==> config.mk <==
export PLATFORM = sky130hd
export DESIGN_NAME = mem_bus_arbiter
export DESIGN_NICKNAME = d
export VERILOG_FILES = /design/src/rtl/mem_bus_arbiter.sv
export SDC_FILE = /design/constraint.sdc
export NUM_CORES = 1
export LEC_CHECK = 0
export ABC_AREA = 1
export CORE_MARGIN = 3
export CORE_UTILIZATION = 38
export DETAILED_ROUTE_END_ITERATION = 10
export PLACE_DENSITY = 0.86
export SKIP_CTS_REPAIR_TIMING = 1
export SYNTH_ARGS = -nofsm -noshare
export SYNTH_HDL_FRONTEND = slang
export SYNTH_SLANG_ARGS = --single-unit
==> constraint.sdc <==
create_clock -name clk -period 3.4 [get_ports clk]
set_clock_uncertainty 0.1 [all_clocks]
set_input_delay 0.34 -clock clk [delete_from_list [all_inputs] [get_ports clk]]
set_output_delay 0.34 -clock clk [all_outputs]
set_load 0.005 [all_outputs]
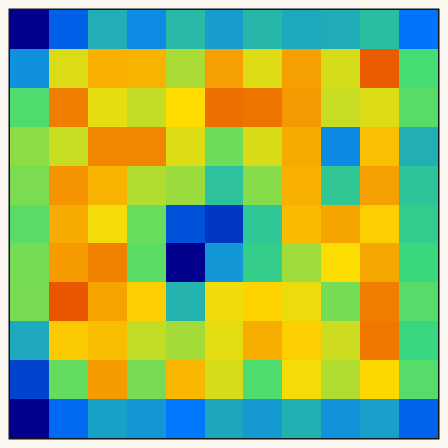
(images/cell_density.png)
The die is cut into 11 by 11 equal tiles; dark blue is low, red is high, 0 to 100% covered.
The emptiest ninth of the die: centre. The densest ninth of the die: middle left. The fullest tile reaches 90%. 2.5% of the tiles are nearly empty.
floorplan utilization: 39.9%
Core Area: 9460 sq um
Final Core Density: 70.9%

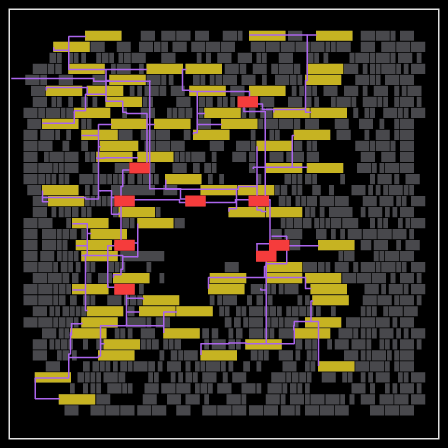
(images/clk_routes.png)
Key: purple = clock wires [length 844 um]; red = clock drivers [count 9]; yellow = flip-flops [count 71]
There are 10 routed clock nets.
P_clk: 0.744 mW
clk latency late pin: 0.32 ns
Clock Power Share: 17.3%

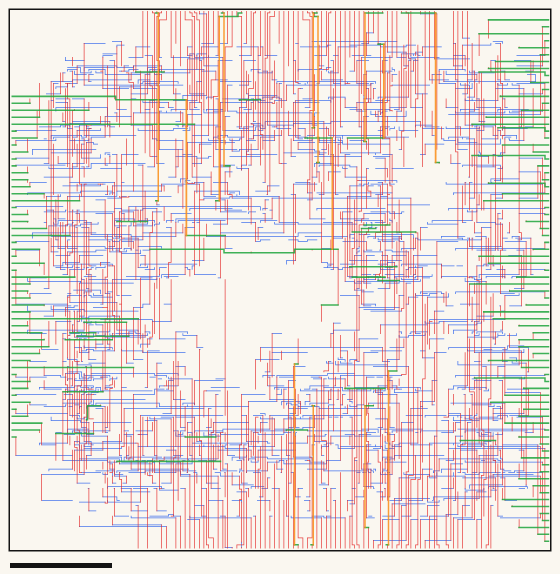
(images/wires.png)
The bar under the picture is 20 um long.
Key: blue = metal 1 [wire length 5050 um]; orange = metal 4 [wire length 395 um]; red = metal 2 [wire length 7240 um]; green = metal 3 [wire length 998 um]
Tot GR Track Use: 23.6%
Vias: 4445
DRT Wirelength: 13700 um
WL per Instance: 14.7 um

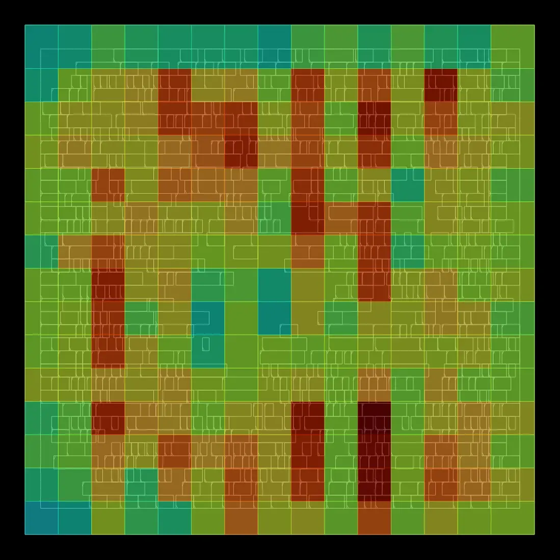
(images/congestion.png)
global route hottest layer: met2
GR Util met2: 43.9%
met1 GRT Util: 26.1%

==> results.yml <==
# physical design summary
synthesis:
  top_cell: "nand2_1"
  ys_top_cells_by_area: "dfrtp_1, nand2_1, nand3_1, inv_1, nor2_1"
  yosysWarnings: 0
  synth_area_sq_um: 3770
  ys_cells: 552
  top_cell_area_share_pct: 46.4
  syn_inst: 552
  yosysUniqueCellTypes: 18
  ys_seq_share_pct: 47.1
  synth_flops: 71
  ys_top_cells_by_count: "nand2_1, inv_1, nand3_1"
  yosysTopAreaCell: "dfrtp_1"
  synth_nets: 683
  ff_type: "dfrtp_1"
  async_flop_share_pct: 100
  syn-mean-instance-area_sq_um: 6.83
  edf_count: 0
  yosys-stat-area_sq_um: 3770
floorplanning:
  die_x_um: 106
  io-pin-count: 261
  fp-row-count: 35
  dieArea_sq_um: 11200
  die_y_um: 106
routing:
  detail_route.first_pass.iterations: 5
  vias_per_cell: 4.76
  drtAntennaViolNets: 0
  drcViolationCount: 0
  drtIter0Drc: 229
layout:
  synthToLayoutAreaGrowth_pct: 77.7
  largest_reg_flops: 32
  lay_top_cells: "clkdlybuf4s50_1, nand2_1, inv_1"
  layout.nets: 930
  drive_gt1_share_pct: 3.86
  final_common_cell: "clkdlybuf4s50_1"
  diodes: 0
sta:
  hold_viol: 0
  relSlewSlack_pct: 26.8
  period_needed_ns: 2.59
  final_max_slew_viol_count: 0
  tns_ns: 0
  rsz0062_at_grt: "no"
  tightest_slew_ns: 1.10
  fin_crit_sh_pct: 76.1
  final-setup-viol-count: 0
  fmax_mhz: 386
place:
  port_buffers: 260
  gp_congestion: 0.804
  place_hpwl_um: 10300
grt:
  grt_max_degree: 65
  first_global_vias: 4448
  antenna_found_initial: 0
  grt_pass1_wl_um: 21500
  overflow: 0
clock_tree:
  numCtsBuffers: 9
  cts_tree: "yes"
  path_clk_slew_ns: 0.08
  numClockSinks: 71
  cts-root-buf: "clkbuf_8"
  clockBufferDepth: 2
  h-tree-depth: 3
run:
  warnings: 27
  drv_cap: 0
run_status:
  outcome: "finished, final reports clean"
setup_path:
  worst_setup_path_end_kind: "primary output"
  r2r.worst_path.cells: 9
  startpoint_type: "flip-flop"
  worst-r2r-setup-slack_ns: 0.82
  worstPathRequired_ns: 2.96
  worstPathArrival_ns: 2.15
  critical_path_class: "flip-flop to primary output"
  cp_max_fo: 35
hold_path:
  min_path_type: "primary input to asynchronous set/reset pin"
pwr:
  powerDensity_nw_per_um2: 642
  power.leakage_nw: 3.45
  vdd_drop_max_v: 0.000422
==> logic make-up after synthesis <==
| logic type | after synthesis | synth area share (%) |
|---|---|---|
| AOI/OAI and AO/OA | 3 | 0.564 |
| and+or+nand+nor | 340 | 37.8 |
| xor gates and xnor gates | 1 | 0.232 |
| DFF | 71 | 47.1 |
| buffers and inverters | 135 | 13.6 |
| adders and majority gates | 2 | 0.663 |
==> worst max-delay path: stages (launching register included) <==
cell,delay [ns]
dfrtp_1,0.49
inv_2,0.09
nand3_2,0.06
buf_4,0.32
nand2_1,0.22
inv_1,0.11
clkdlybuf4s50_1,0.53
==> report_power, final <==
| group | internal, mW | switching [mW] | leakage [nW] |
|---|---|---|---|
| Sequential | 1.22 | 0.229 | 0.887 |
| Combinational | 1.17 | 0.941 | 2.45 |
| Clock | 0.434 | 0.310 | 0.110 |
==> cell type report <==
class | count | area [sq um]
timing repair buffer | 267 | 2660
multi-input combinational | 346 | 1500
fill | 779 | 2750
clock inverter | 5 | 81.3
inverter | 104 | 390
sequential | 71 | 1780
tap | 129 | 161
clock buffer | 11 | 141
==> per-stage QoR <==
| stage | worst slack, ns | cells | instance area, sq um | power (mW) | hold slack [ns] |
|---|---|---|---|---|---|
| floorplan | 1.17 | 552 | 3770 | 2.21 | 0.361 |
| CTS | 0.781 | 933 | 6710 | 4.35 | 0.347 |
| finish | 0.812 | 933 | 6710 | 4.31 | 0.325 |
| global route | 0.532 | 933 | 6710 | 4.60 | 0.383 |
| global placement | 0.941 | 917 | 6480 | 3.52 | 0.355 |
| detailed placement | 0.818 | 917 | 6480 | 3.59 | 0.357 |
==> per-layer routing <==
metal | routed length (um) | track usage (%)
met1 | 5050 | 26.1
met2 | 7240 | 43.9
met3 | 998 | 5.21
met4 | 395 | 9.07
met5 | 0 | 0
Power figures rest on the tool's default switching activity, not on a simulated workload.
